File: src/rtl/uart_accel_pkg.sv
// Shared definitions for the UART arithmetic accelerator: opcodes, packet sizes, FSM states.
package uart_accel_pkg;

    localparam logic [7:0] OP_ADD = 8'h00;
    localparam logic [7:0] OP_SUB = 8'h01;
    localparam logic [7:0] OP_MUL = 8'h02;
    localparam logic [7:0] OP_AND = 8'h03;
    localparam logic [7:0] OP_OR  = 8'h04;
    localparam logic [7:0] OP_XOR = 8'h05;
    localparam logic [7:0] OP_SLT = 8'h06;

    localparam int unsigned DATA_W            = 32;
    localparam int unsigned PKT_OPERAND_BYTES = 4;
    localparam int unsigned RES_BYTES         = 4;
    localparam int unsigned CNT_W             = 3;

    typedef enum logic [2:0] {
        S_OPC  = 3'd0,
        S_A    = 3'd1,
        S_B    = 3'd2,
        S_EXEC = 3'd3,
        S_TX   = 3'd4
    } pkt_state_e;

endpackage

File: src/rtl/arith_alu.sv
// Combinational 32-bit ALU for the accelerator opcodes; unknown opcodes yield all ones.
module arith_alu
    import uart_accel_pkg::*;
(
    input  logic [7:0]        i_opcode,
    input  logic [DATA_W-1:0] i_a,
    input  logic [DATA_W-1:0] i_b,
    output logic [DATA_W-1:0] o_result_c
);

    always_comb begin
        o_result_c = '1;
        case (i_opcode)
            OP_ADD:  o_result_c = i_a + i_b;
            OP_SUB:  o_result_c = i_a - i_b;
            OP_MUL:  o_result_c = i_a * i_b;
            OP_AND:  o_result_c = i_a & i_b;
            OP_OR:   o_result_c = i_a | i_b;
            OP_XOR:  o_result_c = i_a ^ i_b;
            OP_SLT:  o_result_c = {{(DATA_W-1){1'b0}}, ($signed(i_a) < $signed(i_b))};
            default: o_result_c = '1;
        endcase
    end

endmodule

File: src/rtl/uart_rx.sv
// 8N1 UART receiver: mid-bit sampling, framing errors dropped, one-cycle done pulse per good byte.
module uart_rx #(
    parameter int unsigned CLK_FREQ  = 100_000_000,
    parameter int unsigned BAUD_RATE = 115_200
) (
    input  logic       iRst,
    input  logic       iClk,
    input  logic       iRxSerial,
    output logic [7:0] oRxByte,
    output logic       oRxDone
);

    localparam int unsigned CLKS_PER_BIT = CLK_FREQ / BAUD_RATE;
    localparam int unsigned HALF_BIT     = CLKS_PER_BIT / 2;
    localparam int unsigned CNT_W        = (CLKS_PER_BIT > 2) ? $clog2(CLKS_PER_BIT) : 1;

    typedef enum logic [2:0] {
        RX_IDLE      = 3'd0,
        RX_START     = 3'd1,
        RX_DATA      = 3'd2,
        RX_STOP      = 3'd3,
        RX_WAIT_HIGH = 3'd4
    } rx_state_e;

    rx_state_e        r_state;
    logic [CNT_W-1:0] r_cnt;
    logic [2:0]       r_bit;
    logic [7:0]       r_shift;

    always_ff @(posedge iClk) begin
        if (iRst) begin
            r_state <= RX_IDLE;
            r_cnt   <= '0;
            r_bit   <= '0;
            r_shift <= '0;
            oRxByte <= '0;
            oRxDone <= 1'b0;
        end else begin
            oRxDone <= 1'b0;
            case (r_state)
                RX_IDLE: begin
                    r_cnt <= '0;
                    if (!iRxSerial) r_state <= RX_START;
                end
                RX_START: begin
                    if (r_cnt == CNT_W'(HALF_BIT - 1)) begin
                        r_cnt   <= '0;
                        r_bit   <= '0;
                        r_state <= iRxSerial ? RX_IDLE : RX_DATA;
                    end else begin
                        r_cnt <= r_cnt + CNT_W'(1);
                    end
                end
                RX_DATA: begin
                    if (r_cnt == CNT_W'(CLKS_PER_BIT - 1)) begin
                        r_cnt   <= '0;
                        r_shift <= {iRxSerial, r_shift[7:1]};
                        if (r_bit == 3'd7) r_state <= RX_STOP;
                        else               r_bit   <= r_bit + 3'd1;
                    end else begin
                        r_cnt <= r_cnt + CNT_W'(1);
                    end
                end
                RX_STOP: begin
                    if (r_cnt == CNT_W'(CLKS_PER_BIT - 1)) begin
                        r_cnt <= '0;
                        if (iRxSerial) begin
                            oRxByte <= r_shift;
                            oRxDone <= 1'b1;
                            r_state <= RX_IDLE;
                        end else begin
                            r_state <= RX_WAIT_HIGH;
                        end
                    end else begin
                        r_cnt <= r_cnt + CNT_W'(1);
                    end
                end
                // A low stop bit leaves the line low; re-arm only once it idles high again.
                RX_WAIT_HIGH: begin
                    if (iRxSerial) r_state <= RX_IDLE;
                end
                default: r_state <= RX_IDLE;
            endcase
        end
    end

endmodule

File: src/rtl/uart_tx.sv
// 8N1 UART transmitter; busy drops in the final stop-bit cycle so a new byte can follow back-to-back.
module uart_tx #(
    parameter int unsigned CLK_FREQ  = 100_000_000,
    parameter int unsigned BAUD_RATE = 115_200
) (
    input  logic       iRst,
    input  logic       iClk,
    input  logic       iTxStart,
    input  logic [7:0] iTxByte,
    output logic       oTxSerial,
    output logic       oTxBusy,
    output logic       oTxDone
);

    localparam int unsigned CLKS_PER_BIT = CLK_FREQ / BAUD_RATE;
    localparam int unsigned CNT_W        = (CLKS_PER_BIT > 2) ? $clog2(CLKS_PER_BIT) : 1;

    typedef enum logic [1:0] {
        TX_IDLE  = 2'd0,
        TX_START = 2'd1,
        TX_DATA  = 2'd2,
        TX_STOP  = 2'd3
    } tx_state_e;

    tx_state_e        r_state;
    logic [CNT_W-1:0] r_cnt;
    logic [2:0]       r_bit;
    logic [7:0]       r_shift;

    always_ff @(posedge iClk) begin
        if (iRst) begin
            r_state   <= TX_IDLE;
            r_cnt     <= '0;
            r_bit     <= '0;
            r_shift   <= '0;
            oTxSerial <= 1'b1;
            oTxBusy   <= 1'b0;
            oTxDone   <= 1'b0;
        end else begin
            oTxDone <= 1'b0;
            case (r_state)
                TX_IDLE: begin
                    oTxSerial <= 1'b1;
                    if (iTxStart) begin
                        r_shift   <= iTxByte;
                        oTxSerial <= 1'b0;
                        oTxBusy   <= 1'b1;
                        r_cnt     <= '0;
                        r_state   <= TX_START;
                    end
                end
                TX_START: begin
                    if (r_cnt == CNT_W'(CLKS_PER_BIT - 1)) begin
                        r_cnt     <= '0;
                        r_bit     <= '0;
                        oTxSerial <= r_shift[0];
                        r_state   <= TX_DATA;
                    end else begin
                        r_cnt <= r_cnt + CNT_W'(1);
                    end
                end
                TX_DATA: begin
                    if (r_cnt == CNT_W'(CLKS_PER_BIT - 1)) begin
                        r_cnt <= '0;
                        if (r_bit == 3'd7) begin
                            oTxSerial <= 1'b1;
                            r_state   <= TX_STOP;
                        end else begin
                            r_bit     <= r_bit + 3'd1;
                            r_shift   <= {1'b0, r_shift[7:1]};
                            oTxSerial <= r_shift[1];
                        end
                    end else begin
                        r_cnt <= r_cnt + CNT_W'(1);
                    end
                end
                TX_STOP: begin
                    if (r_cnt == CNT_W'(CLKS_PER_BIT - 1)) begin
                        r_cnt <= '0;
                        if (iTxStart) begin
                            r_shift   <= iTxByte;
                            oTxSerial <= 1'b0;
                            oTxBusy   <= 1'b1;
                            r_state   <= TX_START;
                        end else begin
                            r_state <= TX_IDLE;
                        end
                    end else begin
                        // Announce completion one cycle early so the next start lands on the bit boundary.
                        if (r_cnt == CNT_W'(CLKS_PER_BIT - 2)) begin
                            oTxBusy <= 1'b0;
                            oTxDone <= 1'b1;
                        end
                        r_cnt <= r_cnt + CNT_W'(1);
                    end
                end
                default: r_state <= TX_IDLE;
            endcase
        end
    end

endmodule

File: src/rtl/uart_accel_top.sv
// UART arithmetic accelerator: 9-byte command packet in, 4-byte result out, MSB first.
module uart_accel_top
    import uart_accel_pkg::*;
#(
    parameter int unsigned CLK_FREQ  = 100_000_000,
    parameter int unsigned BAUD_RATE = 115_200
) (
    input  logic iClk,
    input  logic iRst,
    input  logic iRx,
    output logic oTx
);

    logic              r_rx_meta;
    logic              r_rx_sync;
    logic [7:0]        w_rx_byte;
    logic              w_rx_done;
    logic              w_tx_start;
    logic [7:0]        w_tx_byte;
    logic              w_tx_busy;
    logic              w_tx_done;
    logic [DATA_W-1:0] w_alu_result;

    pkt_state_e        r_state;
    logic [7:0]        r_opcode;
    logic [DATA_W-1:0] r_a;
    logic [DATA_W-1:0] r_b;
    logic [DATA_W-1:0] r_result;
    logic [CNT_W-1:0]  r_cnt;
    logic [CNT_W-1:0]  r_tx_launched;

    // Two-flop synchroniser, idles high like the line itself.
    always_ff @(posedge iClk) begin
        if (iRst) begin
            r_rx_meta <= 1'b1;
            r_rx_sync <= 1'b1;
        end else begin
            r_rx_meta <= iRx;
            r_rx_sync <= r_rx_meta;
        end
    end

    uart_rx #(.CLK_FREQ(CLK_FREQ), .BAUD_RATE(BAUD_RATE)) u_rx (
        .iRst      (iRst),
        .iClk      (iClk),
        .iRxSerial (r_rx_sync),
        .oRxByte   (w_rx_byte),
        .oRxDone   (w_rx_done)
    );

    uart_tx #(.CLK_FREQ(CLK_FREQ), .BAUD_RATE(BAUD_RATE)) u_tx (
        .iRst      (iRst),
        .iClk      (iClk),
        .iTxStart  (w_tx_start),
        .iTxByte   (w_tx_byte),
        .oTxSerial (oTx),
        .oTxBusy   (w_tx_busy),
        .oTxDone   (w_tx_done)
    );

    arith_alu u_alu (
        .i_opcode   (r_opcode),
        .i_a        (r_a),
        .i_b        (r_b),
        .o_result_c (w_alu_result)
    );

    // Launch the next result byte whenever the transmitter can take it.
    assign w_tx_start = (r_state == S_TX) && !w_tx_busy && (r_tx_launched < CNT_W'(RES_BYTES));

    always_comb begin
        w_tx_byte = r_result[31:24];
        case (r_tx_launched[1:0])
            2'd1:    w_tx_byte = r_result[23:16];
            2'd2:    w_tx_byte = r_result[15:8];
            2'd3:    w_tx_byte = r_result[7:0];
            default: w_tx_byte = r_result[31:24];
        endcase
    end

    always_ff @(posedge iClk) begin
        if (iRst) begin
            r_state       <= S_OPC;
            r_opcode      <= '0;
            r_a           <= '0;
            r_b           <= '0;
            r_result      <= '0;
            r_cnt         <= '0;
            r_tx_launched <= '0;
        end else begin
            case (r_state)
                S_OPC: begin
                    if (w_rx_done) begin
                        r_opcode <= w_rx_byte;
                        r_cnt    <= '0;
                        r_state  <= S_A;
                    end
                end
                S_A: begin
                    if (w_rx_done) begin
                        r_a <= {r_a[DATA_W-9:0], w_rx_byte};
                        if (r_cnt == CNT_W'(PKT_OPERAND_BYTES - 1)) begin
                            r_cnt   <= '0;
                            r_state <= S_B;
                        end else begin
                            r_cnt <= r_cnt + CNT_W'(1);
                        end
                    end
                end
                S_B: begin
                    if (w_rx_done) begin
                        r_b <= {r_b[DATA_W-9:0], w_rx_byte};
                        if (r_cnt == CNT_W'(PKT_OPERAND_BYTES - 1)) begin
                            r_cnt   <= '0;
                            r_state <= S_EXEC;
                        end else begin
                            r_cnt <= r_cnt + CNT_W'(1);
                        end
                    end
                end
                S_EXEC: begin
                    r_result      <= w_alu_result;
                    r_cnt         <= '0;
                    r_tx_launched <= '0;
                    r_state       <= S_TX;
                end
                // Received bytes are ignored here; r_cnt counts completed result bytes.
                S_TX: begin
                    if (w_tx_start) r_tx_launched <= r_tx_launched + CNT_W'(1);
                    if (w_tx_done) begin
                        if (r_cnt == CNT_W'(RES_BYTES - 1)) begin
                            r_cnt   <= '0;
                            r_state <= S_OPC;
                        end else begin
                            r_cnt <= r_cnt + CNT_W'(1);
                        end
                    end
                end
                default: r_state <= S_OPC;
            endcase
        end
    end

endmodule

File: config.mk
export PLATFORM = sky130hd
export DESIGN_NAME = uart_accel_top
export DESIGN_NICKNAME = d
export VERILOG_FILES = /design/src/rtl/uart_accel_pkg.sv /design/src/rtl/arith_alu.sv /design/src/rtl/uart_rx.sv /design/src/rtl/uart_tx.sv /design/src/rtl/uart_accel_top.sv
export SDC_FILE = /design/constraint.sdc
export NUM_CORES = 2
export LEC_CHECK = 0
export CAP_MARGIN = 30
export CORE_ASPECT_RATIO = 1.5
export CORE_MARGIN = 1
export CORE_UTILIZATION = 50
export CTS_BUF_LIST = sky130_fd_sc_hd__clkbuf_4 sky130_fd_sc_hd__clkbuf_8 sky130_fd_sc_hd__clkbuf_16
export DETAILED_ROUTE_END_ITERATION = 6
export PLACE_DENSITY = 0.68
export SYNTH_ARGS = -nofsm -noshare
export SYNTH_HDL_FRONTEND = slang
export SYNTH_SLANG_ARGS = --single-unit
File: constraint.sdc
create_clock -name iClk -period 7.3 [get_ports iClk]
set_clock_uncertainty 0.15 [all_clocks]
set_input_delay 1.46 -clock iClk [delete_from_list [all_inputs] [get_ports iClk]]
set_output_delay 1.46 -clock iClk [all_outputs]
set_load 0.02 [all_outputs]
==> notes.md <==
Physical design

The share of Yosys cell area claimed by the top area cell type stands at a little under a third. The count of inverters other than clock inverters in the layout stands at about 500. The critical path in the final layout is reported with a setup slack of -0.0959 ns. The area share of fa/ha/maj cells after synthesis stands at about 41%. The number of synthesized flops with an enable pin stands at 0. The cell that appears most often on the critical path is fa_1. The post-route netlist has 14.8% of its cells at a drive strength greater than 1. Looking at the cell usage after synthesis, the top flip-flop cell is dfxtp_1. The initial DRC count stands at between 2000 and 2500. The flow ran to the end, but the final reports show violations.

Per the detail_route report, routed wire per instance is about 25 um. Final hold analysis gives a worst-case slack of 0.265 ns. The number of global-route vias before repair came to 25542. The area fraction in and, or, nand and nor cells after synthesis stands at between 10% and 20%.

The total count of max-transition violations in the final report stands at 0. The total die area stands at 55000 um2. The checks that failed: setup timing. The worst hold path cell count stands at 1. The number of primary I/O pins stands at 4.

Non-clock buffers in the final layout number about 310. The highest clock frequency the design can meet stands at around 140 MHz. The overall fraction of global-route tracks in use stands at 39.2%. The final count of negative-setup-slack endpoints stands at 1. Buffers added to address setup during post-CTS repair amount to 4.
**Met2 routing**

The bar under the picture is 50 um long. Cells faint in the background.
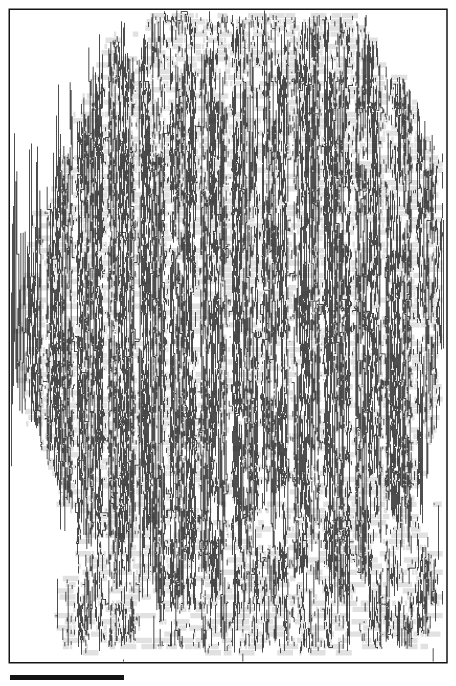
The longest straight run is 91.5 um. The layer carries 49.3 mm of wire.
Global Route met2 Usage: 63.7%
overall via count from detail_route: 25036
Post-Route WL: 105000 um

**Zoomed window**

The bar under the picture is 10 um long. Window x 76 to 116, y 66 to 106 um. Cells in grey, sequential cells in the stronger grey; small squares are vias.
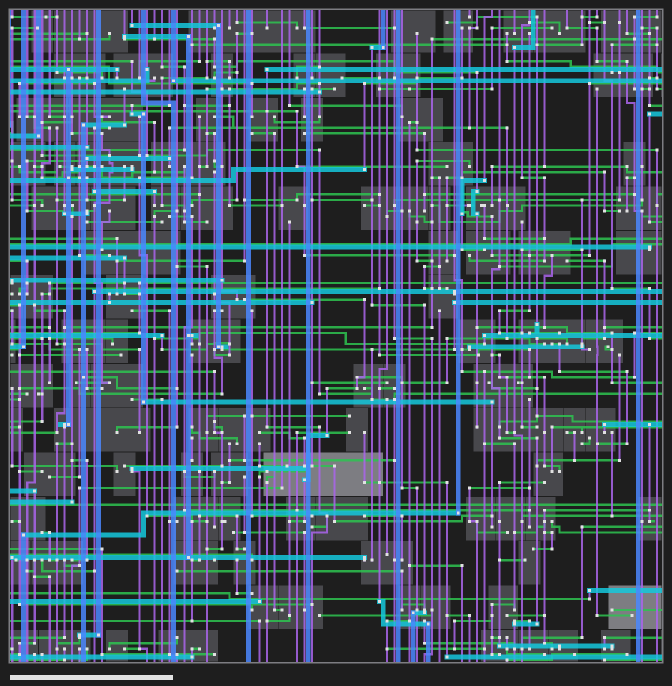
met3: drawn in cyan. met1: drawn in green. met4: drawn in blue. met2: drawn in purple.
Sequential cells in the window: 1. Most frequent: nor2_1 (10), nand3_1 (7). Netlist names of flops here include r_result (1). 100 logic cells have their middle in the window.

